`config.mk`:
```
export PLATFORM = sky130hd
export DESIGN_NAME = uart_tx
export DESIGN_NICKNAME = d
export VERILOG_FILES = /design/src/rtl/uart_tx.sv
export SDC_FILE = /design/constraint.sdc
export NUM_CORES = 1
export LEC_CHECK = 0
export CAP_MARGIN = 20
export CORE_UTILIZATION = 57
export DETAILED_ROUTE_END_ITERATION = 16
export DONT_BUFFER_PORTS = 1
export GPL_ROUTABILITY_DRIVEN = 1
export PLACE_DENSITY_LB_ADDON = 0.25
export REMOVE_ABC_BUFFERS = 1
export SYNTH_ARGS = -nofsm -noshare
export SYNTH_HDL_FRONTEND = slang
export SYNTH_SLANG_ARGS = --single-unit
```
`constraint.sdc`:
```
create_clock -name clk -period 2.2 [get_ports clk]
set_input_delay 0.44 -clock clk [delete_from_list [all_inputs] [get_ports clk]]
set_output_delay 0.44 -clock clk [all_outputs]
set_load 0.01 [all_outputs]
```
`src/rtl/uart_tx.sv`:
```
// uart_tx: FIFO-buffered UART transmitter; one frame bit per baud_tick period, LSB first.
// Defining UART_PARITY_EN adds a parity bit between the data and stop bits.
module uart_tx #(
    parameter int DATA_BITS  = 8,
    parameter int FIFO_DEPTH = 4,
    parameter int STOP_BITS  = 1,
    parameter int PARITY_ODD = 0
) (
    input  logic                          clk,
    input  logic                          rst,
    input  logic                          baud_tick,
    input  logic [DATA_BITS-1:0]          tx_data,
    input  logic                          tx_valid,
    output logic                          tx_ready,
    output logic                          tx,
    output logic                          busy,
    output logic [$clog2(FIFO_DEPTH):0]   fifo_count
);

    localparam int PTR_W = $clog2(FIFO_DEPTH);
    localparam int CNT_W = PTR_W + 1;
    localparam int BIT_W = $clog2(DATA_BITS + 1);

    if (DATA_BITS < 5 || DATA_BITS > 8 || STOP_BITS < 1 || STOP_BITS > 2 ||
        PARITY_ODD < 0 || PARITY_ODD > 1 || FIFO_DEPTH < 2 ||
        (FIFO_DEPTH & (FIFO_DEPTH - 1)) != 0) begin : g_bad_cfg
        $error("uart_tx: illegal parameter set");
    end

`ifdef UART_PARITY_EN
    typedef enum logic [2:0] {S_IDLE, S_START, S_DATA, S_PARITY, S_STOP} state_t;

    function automatic logic parity_of(input logic [DATA_BITS-1:0] d);
        return (^d) ^ (PARITY_ODD != 0);
    endfunction

    logic par_q, par_d;
`else
    typedef enum logic [1:0] {S_IDLE, S_START, S_DATA, S_STOP} state_t;
`endif

    state_t               state_q, state_d;
    logic                 tx_q, tx_d;
    logic [DATA_BITS-1:0] shift_q, shift_d;
    logic [BIT_W-1:0]     bitcnt_q, bitcnt_d;
    logic [1:0]           stopcnt_q, stopcnt_d;
    logic [DATA_BITS-1:0] mem_q [FIFO_DEPTH];
    logic [DATA_BITS-1:0] mem_d [FIFO_DEPTH];
    logic [PTR_W-1:0]     wr_ptr_q, wr_ptr_d, rd_ptr_q, rd_ptr_d;
    logic [CNT_W-1:0]     count_q, count_d;
    logic                 push_s, pop_s, has_data_s;
    logic [DATA_BITS-1:0] head_s;

    assign has_data_s = (count_q != {CNT_W{1'b0}});
    assign head_s     = mem_q[rd_ptr_q];
    assign tx_ready   = (count_q != CNT_W'(FIFO_DEPTH));
    assign push_s     = tx_valid && tx_ready;
    assign tx         = tx_q;
    assign busy       = (state_q != S_IDLE) || has_data_s;
    assign fifo_count = count_q;

    // Frame sequencer: everything advances only on baud ticks.
    always_comb begin
        state_d   = state_q;
        tx_d      = tx_q;
        shift_d   = shift_q;
        bitcnt_d  = bitcnt_q;
        stopcnt_d = stopcnt_q;
        pop_s     = 1'b0;
`ifdef UART_PARITY_EN
        par_d     = par_q;
`endif
        if (baud_tick) begin
            case (state_q)
                S_IDLE: begin
                    if (has_data_s) begin
                        pop_s   = 1'b1;
                        shift_d = head_s;
                        tx_d    = 1'b0;
                        state_d = S_START;
`ifdef UART_PARITY_EN
                        par_d   = parity_of(head_s);
`endif
                    end else begin
                        tx_d = 1'b1;
                    end
                end
                S_START: begin
                    tx_d     = shift_q[0];
                    shift_d  = shift_q >> 1;
                    bitcnt_d = BIT_W'(1);
                    state_d  = S_DATA;
                end
                S_DATA: begin
                    if (bitcnt_q < BIT_W'(DATA_BITS)) begin
                        tx_d     = shift_q[0];
                        shift_d  = shift_q >> 1;
                        bitcnt_d = bitcnt_q + BIT_W'(1);
                    end else begin
`ifdef UART_PARITY_EN
                        tx_d      = par_q;
                        state_d   = S_PARITY;
`else
                        tx_d      = 1'b1;
                        stopcnt_d = 2'd1;
                        state_d   = S_STOP;
`endif
                    end
                end
`ifdef UART_PARITY_EN
                S_PARITY: begin
                    tx_d      = 1'b1;
                    stopcnt_d = 2'd1;
                    state_d   = S_STOP;
                end
`endif
                S_STOP: begin
                    if (stopcnt_q < 2'(STOP_BITS)) begin
                        stopcnt_d = stopcnt_q + 2'd1;
                    end else if (has_data_s) begin
                        // Next frame starts immediately: no idle bit between frames.
                        pop_s   = 1'b1;
                        shift_d = head_s;
                        tx_d    = 1'b0;
                        state_d = S_START;
`ifdef UART_PARITY_EN
                        par_d   = parity_of(head_s);
`endif
                    end else begin
                        tx_d    = 1'b1;
                        state_d = S_IDLE;
                    end
                end
                default: begin
                    tx_d    = 1'b1;
                    state_d = S_IDLE;
                end
            endcase
        end else begin
            state_d = state_q;
        end
    end

    // FIFO next state; pop decision above uses the pre-push occupancy.
    always_comb begin
        mem_d    = mem_q;
        wr_ptr_d = wr_ptr_q;
        rd_ptr_d = rd_ptr_q;
        count_d  = count_q;
        if (push_s) begin
            mem_d[wr_ptr_q] = tx_data;
            wr_ptr_d        = wr_ptr_q + PTR_W'(1);
        end else begin
            wr_ptr_d = wr_ptr_q;
        end
        if (pop_s) begin
            rd_ptr_d = rd_ptr_q + PTR_W'(1);
        end else begin
            rd_ptr_d = rd_ptr_q;
        end
        case ({push_s, pop_s})
            2'b10:   count_d = count_q + CNT_W'(1);
            2'b01:   count_d = count_q - CNT_W'(1);
            default: count_d = count_q;
        endcase
    end

    // State, line and FIFO registers.
    always_ff @(posedge clk or posedge rst) begin
        if (rst) begin
            state_q   <= S_IDLE;
            tx_q      <= 1'b1;
            shift_q   <= {DATA_BITS{1'b0}};
            bitcnt_q  <= {BIT_W{1'b0}};
            stopcnt_q <= 2'd0;
            mem_q     <= '{default: {DATA_BITS{1'b0}}};
            wr_ptr_q  <= {PTR_W{1'b0}};
            rd_ptr_q  <= {PTR_W{1'b0}};
            count_q   <= {CNT_W{1'b0}};
`ifdef UART_PARITY_EN
            par_q     <= 1'b0;
`endif
        end else begin
            state_q   <= state_d;
            tx_q      <= tx_d;
            shift_q   <= shift_d;
            bitcnt_q  <= bitcnt_d;
            stopcnt_q <= stopcnt_d;
            mem_q     <= mem_d;
            wr_ptr_q  <= wr_ptr_d;
            rd_ptr_q  <= rd_ptr_d;
            count_q   <= count_d;
`ifdef UART_PARITY_EN
            par_q     <= par_d;
`endif
        end
    end

endmodule
```
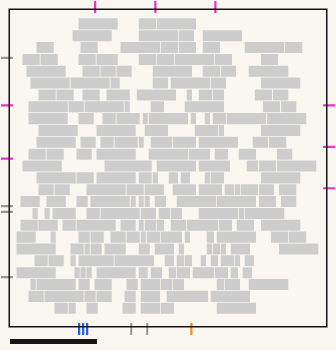
Figure 1: pin map.
Scale bar: 20 um. Pins as bars across the die edge, other pins in gray.
- `fifo_count`: blue (pins 3; direction output; edge south)
- `tx`: orange (pins 1; direction output; edge south)
- `tx_data`: magenta (pins 8; direction input; edge 3 east, 3 north, 2 west)

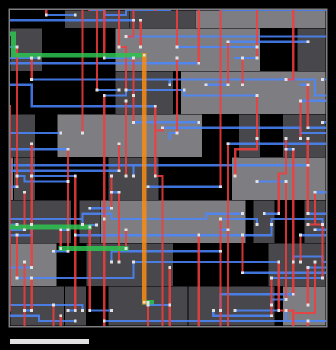
Figure 2: a small window of the routed layout.
Scale bar: 5 um. Region (26, 41) to (46, 61) um. Cells in gray, sequential cells in the stronger gray; small squares are vias.
- met4: orange
- met1: blue
- met3: green
- met2: red
- most frequent: mux2_4 (5), nand2_1 (5), dfrtp_1 (5)
- cells with their middle in the window: 21
- netlist names of flops here include: `mem_q` (3), `shift_q` (2)
- sequential cells in the window: 5

through the flow:
step	hold WS, ps	total power, mW	util
final	83.31	4.992	0.6639
after global routing	117.2	5.326	0.6639
after CTS	102.6	4.950	0.6582
after detailed placement	445.0	4.242	0.6292
after global placement	428.0	4.028	0.6292
after floorplan	461.3	3.533	-
state kept, by name, indices dropped and copies added, names as in the netlist:
| signal | cells |
|---|---|
| fifo_count | 3 |
| wr_ptr_q | 2 |
| mem_q | 32 |
| tx | 1 |
| shift_q | 8 |
| rd_ptr_q | 2 |
| stopcnt_q | 2 |
| state_q | 2 |
| bitcnt_q | 4 |
what timing repair did:
item | CTS | global route
gates resized | 4 | 3
gates cloned | 0 | 0
setup buffers | 3 | 1
pin swaps | 3 | 3
endpoints found under the setup margin | 1 | 1
==> run notes <==
fresh numbers from the pnr run: CTS Root Buffer Type=clkbuf_8, AO/OA Area Share=0.07322, comb. cell area=roughly 1400 um^2, DR iter-0 viols=91, logic share of the area=0.4336, fraction of registers with async set/reset=1.000, layout cells sized above 1=0.3418, # rows=25, n_taps=between 60 and 70, worst rel slew slack=0.5736, Syn-to-layout area delta=11.29%, Mapped Cells=~220, met2 wire length=just under 3 mm, CP Data Required Time=around 2400 ps, DR WL/cell=roughly 18 um, WP buf/inv=2, GPL Wtd Cong=approximately 0.89, CTS H-Tree Depth=2, first-pass GRT wire length=slightly above 9 mm, GR Util met1=0.2960, width of the die=~73 um, Seq share, synth=0.4945, Most Used Layer, Global Route=met2, vias in the first global route=1869, status=completed, Hold/Removal Path Class=in -> async, Sequential Power Share=0.380, Crit Path Category=reg -> reg, Setup TNS Final=0 ps, total track usage=0.2333, Worst path max stage delay=approximately 390 ps, Synth Area in Simple Gates=0.07278, Clock power frac=0.132, r2r startpoint=state_q[1]$_DFFE_PP0P_, clock buffer count=6, Cell Type Count=36, Logic family by area=multiplexers, top power group=combinational cells, DRC=0, Mapped Area=2836 um^2, CP dominant cell by count=xor2_1, FF/Latch Area=1403 um^2, antenna cells=0, Tcrit/Tclk final=0.9772, slowest cell on the critical path=dfrtp_1, ANT nets after route=0, CP top delay family=adder cells, Nets=261, Routed WL=5.578 mm, Post-synth EDFFs=0, clk pwr=around 660 uW, Crit path depth=10, final critical-path setup slack=~50 ps, die height=72.54 um, Syn. warnings=0, Yosys chip area=between 2000 and 3000 um^2, Placeable Area=4755 um^2, CTS tree=built, P_int=3.209 mW, Clk Latency, worst-skew pair=between 300 and 400 ps, Fillers=375, top cells by area=dfrtp_1, mux2_2, mux2i_1, fp_density=0.5966, combinational power=2.43 mW, Arrival @ worst endpoint=~2400 ps, Metal-1 WL=between 2 and 2.5 mm, yosys stat cell total=about 220, post-DP HPWL=about 4.0 mm, switching share of total power=0.3572, Multi-In Gates=~150, chip area=about 5300 um^2, P_seq=about 1.9 mW, adder share=0.05999, Yosys top cell area share=0.4852, startpoint class of the critical path=register, Worst-path clk slew=roughly 90 ps, multiplexer share of the synthesized area=0.2483, Cell Area, Placed=about 3000 um^2, max-slew violations=0, fin crit period=between 2000 and 2500 ps, # clock sinks=approximately 56, R2R Setup Slk=between 50 and 60 ps, Setup crit end kind=register, syn_area_per_cell=about 13 um^2, area leader, netlist=dfrtp_1, met3 WL=between 150 and 200 um, Max Clock Freq=about 470 MHz, max-cap viol count=0, CP cell instances=buf_4 -> ha_1 -> nor2b_4 -> o211a_1 -> ha_2 -> inv_1 -> fa_2 -> xor2_1 -> nor2_1 -> xor2_1, Final non-clock buffer share=0.04835, ys flop type=dfrtp_1, most frequent logic cell in the layout=dfrtp_1, cell class ranked first by area=registers, vias per inst=between 5 and 6, # hold bufs at CTS=0, largest net degree at the start of global routing=32, initial antenna violation count=0, Buffers on Ports=0, switching power=1.783 mW, most frequent cells in the layout=dfrtp_1, mux2_2, mux2i_1, GRT met3 Usage=0.04583, XOR Share, Synth=0.01853, Worst R2R End=fifo_count[2]$_DFFE_PP0P_, Peak VDD IR=0.9748 mV, # IOs=18
Power and IR drop assume default switching activity.
